**config.mk**
```make
export PLATFORM = sky130hd
export DESIGN_NAME = line_fetch_sched
export DESIGN_NICKNAME = d
export VERILOG_FILES = /design/src/rtl/line_fetch_sched.sv
export SDC_FILE = /design/constraint.sdc
export NUM_CORES = 1
export LEC_CHECK = 0
export ABC_AREA = 1
export CAP_MARGIN = 20
export CORE_MARGIN = 4
export CORE_UTILIZATION = 56
export CTS_CLUSTER_SIZE = 8
export DETAILED_ROUTE_END_ITERATION = 12
export PLACE_DENSITY_LB_ADDON = 0.1
export SLEW_MARGIN = 40
export SYNTH_ARGS = -nofsm -noshare
export SYNTH_HDL_FRONTEND = slang
export SYNTH_SLANG_ARGS = --single-unit
```
**constraint.sdc**
```tcl
create_clock -name clk -period 2.7 [get_ports clk]
set_input_delay 0.405 -clock clk [delete_from_list [all_inputs] [get_ports clk]]
set_output_delay 0.405 -clock clk [all_outputs]
set_load 0.01 [all_outputs]
```
**src/rtl/line_fetch_sched.sv**
```systemverilog
// Line-buffer refill scheduler: issues DDR2 read bursts one video line at a
// time, paced by display line requests, and counts completed frames.
module line_fetch_sched #(
   parameter int ADDR_W          = 24,
   parameter int LINES_PER_FRAME = 480,
   parameter int BURSTS_PER_LINE = 20,
   parameter int BURST_STEP      = 32,
   parameter int LINE_STRIDE     = 1024,
   parameter int FRAME_W         = 16
) (
   input  logic               clk,
   input  logic               rst,
   input  logic               rd_go,
   input  logic               line_req,
   output logic               rd_xfr_en,
   output logic [ADDR_W-1:0]  rd_mem_addr,
   input  logic               rd_xfr_ack,
   input  logic               rd_burst_done,
   output logic               line_ready,
   output logic [FRAME_W-1:0] screen_cnt,
   output logic               busy,
   output logic               ovf_err
);

   localparam int LINE_W  = $clog2(LINES_PER_FRAME);
   localparam int BURST_W = (BURSTS_PER_LINE > 1) ? $clog2(BURSTS_PER_LINE) : 1;

   localparam logic [LINE_W-1:0]  LAST_LINE  = LINE_W'(LINES_PER_FRAME - 1);
   localparam logic [BURST_W-1:0] LAST_BURST = BURST_W'(BURSTS_PER_LINE - 1);
   localparam logic [ADDR_W-1:0]  STEP       = ADDR_W'(BURST_STEP);
   localparam logic [ADDR_W-1:0]  STRIDE     = ADDR_W'(LINE_STRIDE);

   typedef enum logic [1:0] {
      IDLE,
      REQ,
      WAIT_DONE,
      WAIT_LINE
   } state_t;

   state_t               state_reg,      state_next;
   logic [LINE_W-1:0]    line_idx_reg,   line_idx_next;
   logic [BURST_W-1:0]   burst_idx_reg,  burst_idx_next;
   logic [ADDR_W-1:0]    line_base_reg,  line_base_next;
   logic [ADDR_W-1:0]    burst_off_reg,  burst_off_next;
   logic                 pend_reg,       pend_next;
   logic                 ovf_reg,        ovf_next;
   logic [FRAME_W-1:0]   screen_cnt_reg, screen_cnt_next;
   logic                 line_ready_reg, line_ready_next;
   logic                 xfr_en_reg;
   logic [ADDR_W-1:0]    addr_reg;
   logic                 busy_reg;

   // An ack only counts once the request is actually visible to the manager.
   logic ack_take;
   assign ack_take = (state_reg == REQ) && xfr_en_reg && rd_xfr_ack;

   always_comb begin
      state_next      = state_reg;
      line_idx_next   = line_idx_reg;
      burst_idx_next  = burst_idx_reg;
      line_base_next  = line_base_reg;
      burst_off_next  = burst_off_reg;
      pend_next       = pend_reg;
      ovf_next        = ovf_reg;
      screen_cnt_next = screen_cnt_reg;
      line_ready_next = 1'b0;

      // Early requests during a line are remembered once; a second one is an overrun.
      if (((state_reg == REQ) || (state_reg == WAIT_DONE)) && line_req) begin
         if (pend_reg) begin
            ovf_next = 1'b1;
         end else begin
            pend_next = 1'b1;
         end
      end

      case (state_reg)
         IDLE: begin
            if (rd_go) begin
               line_idx_next  = '0;
               burst_idx_next = '0;
               line_base_next = '0;
               burst_off_next = '0;
               pend_next      = 1'b0;
               state_next     = REQ;
            end
         end
         REQ: begin
            if (ack_take) begin
               state_next = WAIT_DONE;
            end
         end
         WAIT_DONE: begin
            if (rd_burst_done) begin
               if (burst_idx_reg != LAST_BURST) begin
                  burst_idx_next = burst_idx_reg + BURST_W'(1);
                  burst_off_next = burst_off_reg + STEP;
                  state_next     = REQ;
               end else begin
                  burst_idx_next  = '0;
                  burst_off_next  = '0;
                  line_ready_next = 1'b1;
                  state_next      = WAIT_LINE;
               end
            end
         end
         WAIT_LINE: begin
            if (line_req || pend_reg) begin
               pend_next  = 1'b0;
               state_next = REQ;
               if (line_idx_reg == LAST_LINE) begin
                  line_idx_next   = '0;
                  line_base_next  = '0;
                  screen_cnt_next = screen_cnt_reg + FRAME_W'(1);
               end else begin
                  line_idx_next  = line_idx_reg + LINE_W'(1);
                  line_base_next = line_base_reg + STRIDE;
               end
            end
         end
         default: begin
            state_next = IDLE;
         end
      endcase
   end

   always_ff @(posedge clk) begin
      if (rst) begin
         state_reg      <= IDLE;
         line_idx_reg   <= '0;
         burst_idx_reg  <= '0;
         line_base_reg  <= '0;
         burst_off_reg  <= '0;
         pend_reg       <= 1'b0;
         ovf_reg        <= 1'b0;
         screen_cnt_reg <= '0;
         line_ready_reg <= 1'b0;
         xfr_en_reg     <= 1'b0;
         addr_reg       <= '0;
         busy_reg       <= 1'b0;
      end else begin
         state_reg      <= state_next;
         line_idx_reg   <= line_idx_next;
         burst_idx_reg  <= burst_idx_next;
         line_base_reg  <= line_base_next;
         burst_off_reg  <= burst_off_next;
         pend_reg       <= pend_next;
         ovf_reg        <= ovf_next;
         screen_cnt_reg <= screen_cnt_next;
         line_ready_reg <= line_ready_next;
         // Request outputs trail the state by one register so the address is settled.
         xfr_en_reg     <= (state_reg == REQ) && !ack_take;
         addr_reg       <= line_base_reg + burst_off_reg;
         busy_reg       <= (state_reg != IDLE);
      end
   end

   assign rd_xfr_en   = xfr_en_reg;
   assign rd_mem_addr = addr_reg;
   assign line_ready  = line_ready_reg;
   assign screen_cnt  = screen_cnt_reg;
   assign busy        = busy_reg;
   assign ovf_err     = ovf_reg;

endmodule

```
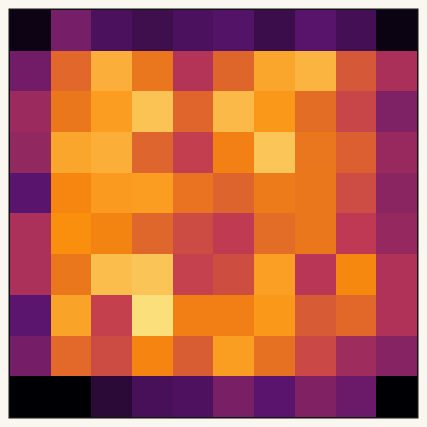
*Placement density heat map*
Drawn at 4 px/um. 10 x 10 tiles, from black (low) to pale yellow (high), 0 to 100% covered.
tiles over 75% full	20%
nearly empty tiles	3.0%
mean over tiles	54%
fullest tile	93%
FP Util: 58.76%
Util after Layout: 67.64%

==> results.yml <==
# physical design summary
run_status:
  result_of_the_run: "finished clean"
cells_and_area:
  layout.filler_cells: 757
  final_instance_area_um2: 5669
  area.combinational_um2: 2723
  insertedDiodeCount: 0
  final_layout_top_logic_cells: "sky130_fd_sc_hd__nand2_1, sky130_fd_sc_hd__nor2_1, sky130_fd_sc_hd__dfxtp_1"
  area.share.sequential_pct: 31.43
  inverters_excl_clock: 93
  number_of_logic_gates: 538
  ff_latch_area_um2: 1782
  flop-count: 89
  num-clock-buffers: 11
  num-nonclk-buffers: 48
  area_dominant_class: "multi-input combinational cells"
  comb_area_share_pct: 48.02
  clock_tree_area_fraction_pct: 3.774
  finish.net_count: 809
  post_route_cells_drive_above_1_share_pct: 7.398
  nonClkBufAreaFrac_pct: 8.298
critical_path:
  timing_worst_setup_path_type: "register to register"
  worst_setup_path_startpoint: "state_reg[0]$_SDFFE_PP0P_"
  r2r_start: "state_reg[0]$_SDFFE_PP0P_"
  setup.worst_path.end: "burst_off_reg[20]$_SDFFE_PP0P_"
  path_cells: "inv_1, ha_1, inv_2, nand2_1, nand2_1, nand2_2, inv_2, nand2_1, nand2_2, inv_2, nand2_1, nand2_1, nand2_1, inv_1"
  timing.reg2reg.worst_path_depth: 14
  end_kind: "register"
  critical_path.slowest_cell: "sky130_fd_sc_hd__dfxtp_1"
  cp_top_family: "simple AND/OR/NAND/NOR gates"
  setup.reg_to_reg.worst_slack_ns: 0.57
  critPathMostFrequentCell: "sky130_fd_sc_hd__nand2_1"
  cpPeakStageDelay_ns: 0.41
  critical_path_buf_inv_count: 5
  r2r_end: "burst_off_reg[20]$_SDFFE_PP0P_"
  critPathArrivalTime_ns: 2.40
  worst_ep_required_time_ns: 2.97
  worst-path-stages: 14
sta:
  timing.hold.ws_ns: 0.4572
  fin_setup_tns_ns: 0
  final_critical_path_setup_slack_ns: 0.5745
  unrepaired_setup_endpoints_after_global_routing: "false"
  cycle_use_final_pct: 78.72
  final-max-slew-violation-count: 0
  hold_viol: 0
  final_period_minus_worst_setup_slack_ns: 2.125
  max_slew_margin_pct: 66.07
  clock.fmax_mhz: 470.5
  worst_slew_pin_slew_ns: 0.5059
  setup_viol: 0
  clock-skew-final_ns: 0.009250
logic_synthesis:
  fa_ha_area_share_pct: 6.098
  ys_cells: 730
  yosys.cell_count.top_type: "sky130_fd_sc_hd__nand2_1"
  synthTopCellsByCount: "sky130_fd_sc_hd__nand2_1, sky130_fd_sc_hd__nor2_1, sky130_fd_sc_hd__dfxtp_1"
  synth.cellmix.simpleShare_pct: 35.32
  ys_seq_share_pct: 36.18
  synth.largest_area_cell: "sky130_fd_sc_hd__dfxtp_1"
  ys_dominant_reg_cell: "sky130_fd_sc_hd__dfxtp_1"
  ys_sh_xor_pct: 1.778
  yosys-stat-area_um2: 4925
  yosysWarnings: 0
  synth.cellmix.compoundShare_pct: 11.64
  edff_count_synth: 0
  synth_largest_type_area_fraction_pct: 36.18
  synth_area_um2: 4925
  post_synth.cell_area_avg_um2: 6.746
  synthCells: 730
  synthDistinctLibCells: 43
pwr:
  comb_group_uw: 862
  power-per-cell-area_nw_per_um2: 577.0
  worst_vdd_ir_v: 0.0003881
  sequentialPowerShare_pct: 43.4
  leakage_uw: 0.002331
  final_total_pwr_uw: 3271
  maxPowerGroup: "sequential cells"
  power_frac_clock_pct: 30.2
  power.switching_fraction_pct: 35.87
  combPwrFrac_pct: 26.4
  power.net_switching_uw: 1173
  clockNetworkPower_uw: 988
  power.internal_uw: 2098
drt:
  detail_route.wirelength_mm: 11.37
  highest_layer: "met4"
  drt_first_pass_iters: 4
  detailedRoute.firstIterationViolations: 167
  route.antenna.remaining_nets: 0
  wl_met1_mm: 5.168
  routed-wl-met3_um: 548
  viasPerCell: 5.289
global_routing:
  first_global_vias: 4335
  busiest_layer: "met2"
  grt.met1_usage_pct: 29.36
  grtUsageMet3_pct: 3.650
  antenna_found_initial: 0
clock_network:
  postCtsResizedCells: 0
  ctsHoldBuffers: 0
  largest_buffer_count_on_any_clock_path: 2
  clkLatencyLatePin_ns: 0.37
  cts_root_buffer: "sky130_fd_sc_hd__clkbuf_8"
  cts.sinks: 89
  number_of_setup_buffers_added_after_cts: 0
  tritoncts_clock_tree: "built"
  clk_pin_slew_ns: 0.09
  cts.htree.levels: 3
min_path:
  worst_hold_path.endpoint: "ovf_err$_SDFFE_PP0P_"
  worstHoldStart: "ovf_err$_SDFFE_PP0P_"
  hold_path.class: "register to register"
  hold_depth: 2
placed_design:
  routability_driven_placement_congestion_ratio: 0.8941
  placed_cell_area_um2: 5455
  placement.setup.worst_slack_ns: 0.4558
  post-place-cells: 873
  detailedPlacementHpwl_mm: 8.732
  numPortBuffers: 44
floorplanning:
  die_w_um: 101.8
  nWellTaps: 105
  die-area_um2: 10360
  die_height_um: 101.8
  io_pins: 50
  core_area_um2: 8382
  fp-row-count: 33
flow_run:
  drv_cap: 0
  warnings: 30
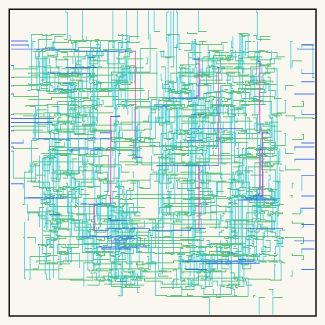
*Wiring by layer*
Drawn at 3 px/um.
colour	layer	wire length
cyan	met2	5,450 um
green	met1	5,170 um
magenta	met4	201 um
blue	met3	549 um
global-route usage over all layers: 22.98%
average detailed-routed wire length per instance: 12.79 um
via count: 4,702

Power figures rest on the tool's default switching activity, not on a simulated workload.
